Figure 1. Ports around the boundary.
Drawn at 1 px/um. Pins as bars across the die edge, other pins in grey.
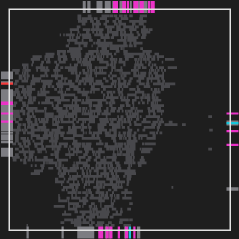
Figure 2. Routing congestion.
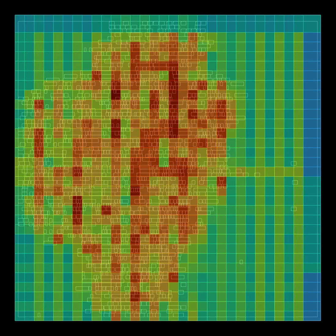
Figure 3. The metal 2 layer.
Drawn at 1 px/um.
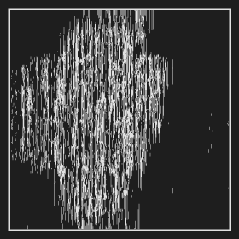
Figure 4. Port wiring.
Drawn at 1.5 px/um.
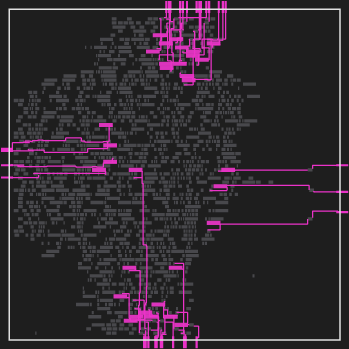
===== src/rtl/hilo_muldiv.sv =====
// hilo_muldiv: iterative 32-bit MULT/DIV unit owning the HI/LO register pair (33-cycle fixed latency).
// Build option HILO_MULDIV_DIV_EN compiles in the restoring divider; without it DIV completes as a no-op.
module hilo_muldiv (
    input  logic        clk,
    input  logic        reset_n,
    input  logic        start,
    input  logic [1:0]  op,
    input  logic        is_signed,
    input  logic [31:0] a,
    input  logic [31:0] b,
    output logic [31:0] hi,
    output logic [31:0] lo,
    output logic        busy,
    output logic        done,
    output logic        div_zero
);
    localparam logic [1:0] OP_MULT = 2'b00;
    localparam logic [1:0] OP_DIV  = 2'b01;
    localparam logic [1:0] OP_MTHI = 2'b10;
    localparam logic [1:0] OP_MTLO = 2'b11;

    typedef enum logic [1:0] {S_IDLE = 2'd0, S_RUN = 2'd1, S_FIX = 2'd2} state_t;

    state_t      r_state, w_state_nxt;
    logic [4:0]  r_cnt, w_cnt_nxt;
    logic [31:0] r_acc_hi, r_acc_lo, r_opnd;
    logic [31:0] w_acc_hi_nxt, w_acc_lo_nxt, w_opnd_nxt;
    logic        r_sign_a, r_sign_b, w_sign_a_nxt, w_sign_b_nxt;
    logic [31:0] r_hi, r_lo, w_hi_nxt, w_lo_nxt;
    logic        r_busy, r_done, r_div_zero;
    logic        w_busy_nxt, w_done_nxt, w_div_zero_nxt;
    logic        w_accept, w_go_run;
    logic [31:0] w_abs_a, w_abs_b;
    logic [32:0] w_mul_sum;
    logic [31:0] w_mul_lo;
    logic [63:0] w_prod_fix;
`ifdef HILO_MULDIV_DIV_EN
    logic        r_is_div, w_is_div_nxt;
    logic [31:0] r_a_raw, w_a_raw_nxt;
    logic [32:0] w_div_shift;
    logic        w_div_ge;
    logic [31:0] w_div_sub, w_quo_fix, w_rem_fix;
`endif

    function automatic logic [31:0] neg32(input logic [31:0] x);
        return ~x + 32'd1;
    endfunction

    assign w_accept   = start && (r_state == S_IDLE);
    assign w_abs_a    = (is_signed && a[31]) ? neg32(a) : a;
    assign w_abs_b    = (is_signed && b[31]) ? neg32(b) : b;
    // Multiply keeps {partial product, remaining multiplier bits} in acc_hi:acc_lo.
    assign w_mul_sum  = {1'b0, r_acc_hi} + (r_acc_lo[0] ? {1'b0, r_opnd} : 33'd0);
    assign w_mul_lo   = {w_mul_sum[0], r_acc_lo[31:1]};
    assign w_prod_fix = (r_sign_a ^ r_sign_b) ? (~{r_acc_hi, r_acc_lo} + 64'd1) : {r_acc_hi, r_acc_lo};
`ifdef HILO_MULDIV_DIV_EN
    assign w_go_run    = w_accept && ((op == OP_MULT) || (op == OP_DIV));
    assign w_div_shift = {r_acc_hi, r_acc_lo[31]};
    assign w_div_ge    = (w_div_shift >= {1'b0, r_opnd});
    assign w_div_sub   = w_div_shift[31:0] - r_opnd;
    assign w_quo_fix   = (r_sign_a ^ r_sign_b) ? neg32(r_acc_lo) : r_acc_lo;
    assign w_rem_fix   = r_sign_a ? neg32(r_acc_hi) : r_acc_hi;
`else
    assign w_go_run    = w_accept && (op == OP_MULT);
`endif

    always_ff @(posedge clk or negedge reset_n) begin
        if (!reset_n) begin
            r_state <= S_IDLE;
        end else begin
            r_state <= w_state_nxt;
        end
    end

    always_comb begin
        w_state_nxt = r_state;
        case (r_state)
            S_IDLE: begin
                if (w_go_run) w_state_nxt = S_RUN;
                else          w_state_nxt = S_IDLE;
            end
            S_RUN: begin
                if (r_cnt == 5'd31) w_state_nxt = S_FIX;
                else                w_state_nxt = S_RUN;
            end
            S_FIX:   w_state_nxt = S_IDLE;
            default: w_state_nxt = S_IDLE;
        endcase
    end

    always_comb begin
        w_cnt_nxt    = r_cnt;
        w_acc_hi_nxt = r_acc_hi;
        w_acc_lo_nxt = r_acc_lo;
        w_opnd_nxt   = r_opnd;
        w_sign_a_nxt = r_sign_a;
        w_sign_b_nxt = r_sign_b;
`ifdef HILO_MULDIV_DIV_EN
        w_is_div_nxt = r_is_div;
        w_a_raw_nxt  = r_a_raw;
`endif
        if (w_go_run) begin
            w_cnt_nxt    = 5'd0;
            w_acc_hi_nxt = 32'd0;
            w_sign_a_nxt = is_signed & a[31];
            w_sign_b_nxt = is_signed & b[31];
            if (op == OP_MULT) begin
                w_acc_lo_nxt = w_abs_b;
                w_opnd_nxt   = w_abs_a;
            end else begin
                w_acc_lo_nxt = w_abs_a;
                w_opnd_nxt   = w_abs_b;
            end
`ifdef HILO_MULDIV_DIV_EN
            w_is_div_nxt = (op == OP_DIV);
            w_a_raw_nxt  = a;
`endif
        end else if (r_state == S_RUN) begin
            w_cnt_nxt = r_cnt + 5'd1;
`ifdef HILO_MULDIV_DIV_EN
            if (r_is_div) begin
                w_acc_hi_nxt = w_div_ge ? w_div_sub : w_div_shift[31:0];
                w_acc_lo_nxt = {r_acc_lo[30:0], w_div_ge};
            end else begin
                w_acc_hi_nxt = w_mul_sum[32:1];
                w_acc_lo_nxt = w_mul_lo;
            end
`else
            w_acc_hi_nxt = w_mul_sum[32:1];
            w_acc_lo_nxt = w_mul_lo;
`endif
        end else begin
            w_cnt_nxt = r_cnt;
        end
    end

    // HI/LO change only on MTHI/MTLO in IDLE or at FIX, so no partial result is ever visible.
    always_comb begin
        w_hi_nxt       = r_hi;
        w_lo_nxt       = r_lo;
        w_done_nxt     = 1'b0;
        w_div_zero_nxt = r_div_zero;
        w_busy_nxt     = (w_state_nxt != S_IDLE);
        case (r_state)
            S_IDLE: begin
                if (w_accept && (op == OP_MTHI)) w_hi_nxt = a;
                else if (w_accept && (op == OP_MTLO)) w_lo_nxt = a;
`ifndef HILO_MULDIV_DIV_EN
                else if (w_accept && (op == OP_DIV)) w_done_nxt = 1'b1;
`endif
                else w_done_nxt = 1'b0;
            end
            S_RUN: w_done_nxt = 1'b0;
            S_FIX: begin
                w_done_nxt = 1'b1;
`ifdef HILO_MULDIV_DIV_EN
                if (r_is_div && (r_opnd == 32'd0)) begin
                    w_hi_nxt       = r_a_raw;
                    w_lo_nxt       = 32'hFFFF_FFFF;
                    w_div_zero_nxt = 1'b1;
                end else if (r_is_div) begin
                    w_hi_nxt       = w_rem_fix;
                    w_lo_nxt       = w_quo_fix;
                    w_div_zero_nxt = 1'b0;
                end else begin
                    w_hi_nxt = w_prod_fix[63:32];
                    w_lo_nxt = w_prod_fix[31:0];
                end
`else
                w_hi_nxt = w_prod_fix[63:32];
                w_lo_nxt = w_prod_fix[31:0];
`endif
            end
            default: w_done_nxt = 1'b0;
        endcase
    end

    always_ff @(posedge clk or negedge reset_n) begin
        if (!reset_n) begin
            r_cnt      <= 5'd0;
            r_acc_hi   <= 32'd0;
            r_acc_lo   <= 32'd0;
            r_opnd     <= 32'd0;
            r_sign_a   <= 1'b0;
            r_sign_b   <= 1'b0;
            r_hi       <= 32'd0;
            r_lo       <= 32'd0;
            r_busy     <= 1'b0;
            r_done     <= 1'b0;
            r_div_zero <= 1'b0;
`ifdef HILO_MULDIV_DIV_EN
            r_is_div   <= 1'b0;
            r_a_raw    <= 32'd0;
`endif
        end else begin
            r_cnt      <= w_cnt_nxt;
            r_acc_hi   <= w_acc_hi_nxt;
            r_acc_lo   <= w_acc_lo_nxt;
            r_opnd     <= w_opnd_nxt;
            r_sign_a   <= w_sign_a_nxt;
            r_sign_b   <= w_sign_b_nxt;
            r_hi       <= w_hi_nxt;
            r_lo       <= w_lo_nxt;
            r_busy     <= w_busy_nxt;
            r_done     <= w_done_nxt;
            r_div_zero <= w_div_zero_nxt;
`ifdef HILO_MULDIV_DIV_EN
            r_is_div   <= w_is_div_nxt;
            r_a_raw    <= w_a_raw_nxt;
`endif
        end
    end

    assign hi       = r_hi;
    assign lo       = r_lo;
    assign busy     = r_busy;
    assign done     = r_done;
    assign div_zero = r_div_zero;
endmodule

===== config.mk =====
export PLATFORM = sky130hd
export DESIGN_NAME = hilo_muldiv
export DESIGN_NICKNAME = d
export VERILOG_FILES = /design/src/rtl/hilo_muldiv.sv
export SDC_FILE = /design/constraint.sdc
export NUM_CORES = 1
export LEC_CHECK = 0
export CORE_MARGIN = 2
export CORE_UTILIZATION = 25
export DETAILED_ROUTE_END_ITERATION = 8
export RECOVER_POWER = 50
export SETUP_SLACK_MARGIN = 0.2
export SLEW_MARGIN = 40
export SYNTH_ARGS = -nofsm -noshare
export SYNTH_HDL_FRONTEND = slang
export SYNTH_SLANG_ARGS = --single-unit

===== constraint.sdc =====
create_clock -name clk -period 3.9 [get_ports clk]
set_clock_uncertainty 0.2 [all_clocks]
set_input_delay 0.78 -clock clk [delete_from_list [all_inputs] [get_ports clk]]
set_output_delay 0.78 -clock clk [all_outputs]
set_load 0.005 [all_outputs]

==> flow_summary.json <==
{
  "n_all_buffers": 179,
  "num_io_pins": 137,
  "drtPass1Iterations": 5,
  "crit_type": "input pin to flip-flop",
  "wl_met1_um": 17600,
  "buf_share_pct": 11.8,
  "crit_path_start": "op[1]",
  "cts_sinks": 171,
  "cp_max_fo": 37,
  "pg_clk_mw": 1.89,
  "rsz0062_at_grt": "false",
  "yosysChipArea_sq_um": 11600,
  "nonClockInverterCount": 27,
  "layout-drive-gt1-share_pct": 6.46,
  "synth_top_area_share_pct": 36.9,
  "ctsResizeCount": 0,
  "async_flop_share_pct": 100,
  "outcome": "complete, but fails checks",
  "antenna_found_initial": 0,
  "setup_viol": 0,
  "clockNetworkAreaShare_pct": 4.37,
  "sh_seq_area_pct": 29.6,
  "critPathLaunchType": "input pin",
  "pg_seq_mw": 3.59,
  "gp_congestion": 0.901,
  "dieArea_sq_um": 48200,
  "violations": "max-capacitance violations, max-slew violations",
  "fp_util_pct": 25.5,
  "synthDistinctLibCells": 60,
  "slew_viol_final": 115,
  "grt_pass1_vias": 10800,
  "core_area_sq_um": 45600,
  "pg_comb_mw": 5.48,
  "report.power.total_mw": 11.0,
  "ant_nets": 0,
  "grt_pass1_wl_um": 62500,
  "drv_cap": 2,
  "grt_usage_pct": 16.9,
  "synthFlopType": "dfrtp_1",
  "nNetsFinal": 1611,
  "cp_slowest_cell": "clkbuf_1",
  "combPwrFrac_pct": 50.0,
  "layout_top_cell": "dfrtp_1",
  "hold_viol": 0,
  "drc_errors": 0,
  "wl_per_cell_um": 19.0,
  "cts_tree": "yes",
  "period_used_pct": 91.1,
  "r2r-start": "r_acc_lo[5]$_DFFE_PN0P_",
  "cts_buffers": 17,
  "area_leaders": "dfrtp_1 37%, xnor2_1 7.1%, o21ai_0 6.9%",
  "min_path_type": "flip-flop to flip-flop",
  "largest_class": "logic gates",
  "wl_met2_um": 19500,
  "power.group.top": "combinational logic",
  "vias_per_cell": 5.19,
  "vias": 11000,
  "yosysTopAreaCell": "dfrtp_1",
  "ys_ff": 171,
  "peakVddDrop_mv": 0.420,
  "die_x_um": 219,
  "regArea_sq_um": 4280,
  "hold_end": "r_opnd[26]$_DFFE_PN0P_",
  "clkSlewWorstSetupHoldPaths_ns": 0.07,
  "place_ws_ns": 0.127,
  "rrSetupSlack_ns": 0.56,
  "syn_area_sq_um": 11600,
  "synth_nets": 1491,
  "root_buffer": "clkbuf_16",
  "whs_path_depth": 2,
  "rr_endpoint": "hi[16]$_DFFE_PN0P_",
  "crit_path_max_incr_delay_ns": 0.67,
  "grt-ovfl-total": 0,
  "fin_setup_tns_ns": 0
}
About Figure 1:
hi: shown in magenta, pins 32, direction output, edge 14 top, 11 bottom, 4 left, 3 right. is_signed: shown in red, pins 1, direction input, edge left. op: shown in cyan, pins 2, direction input, edge 1 right, 1 bottom.

About Figure 2:
post-layout util: 31.7%
GR Util met1: 22.0%
grt met3 use: 2.61%

About Figure 3:
The wires run mostly vertical. The layer holds 48% of the routed length. The layer carries 19500 um of wire. The longest straight run is 114 um.

About Figure 4:
hi: shown in magenta, bits 32, direction output, edge 14 top, 11 bottom, 4 left, 3 right, end cells 32, buffers 32, wire 1710 um.

## flip-flops by register name, summed over array words and instances, names as in the netlist
| name | count |
|---|---|
| r_cnt | 5 |
| hi | 32 |
| r_acc_lo | 32 |
| busy | 1 |
| r_sign_b | 1 |
| r_sign_a | 1 |
| r_opnd | 32 |
| r_acc_hi | 32 |
| done | 1 |
| r_state | 2 |
| lo | 32 |
## logic make-up after synthesis
kind of cell | after synthesis | synth area share, %
other cells | 1 | 0.0323
flops | 171 | 36.9
fa+ha+maj | 38 | 4.16
mux | 39 | 3.45
simple gates | 458 | 19.1
xor+xnor | 147 | 11.1
compound gates | 424 | 21.8
buf+inv | 105 | 3.49
## critical path: cells and delay by family
family	cells	cell delay [ns]
compound gates	1	0.10
simple gates	2	0.22
buf+inv	3	1.98
mux	1	0.52
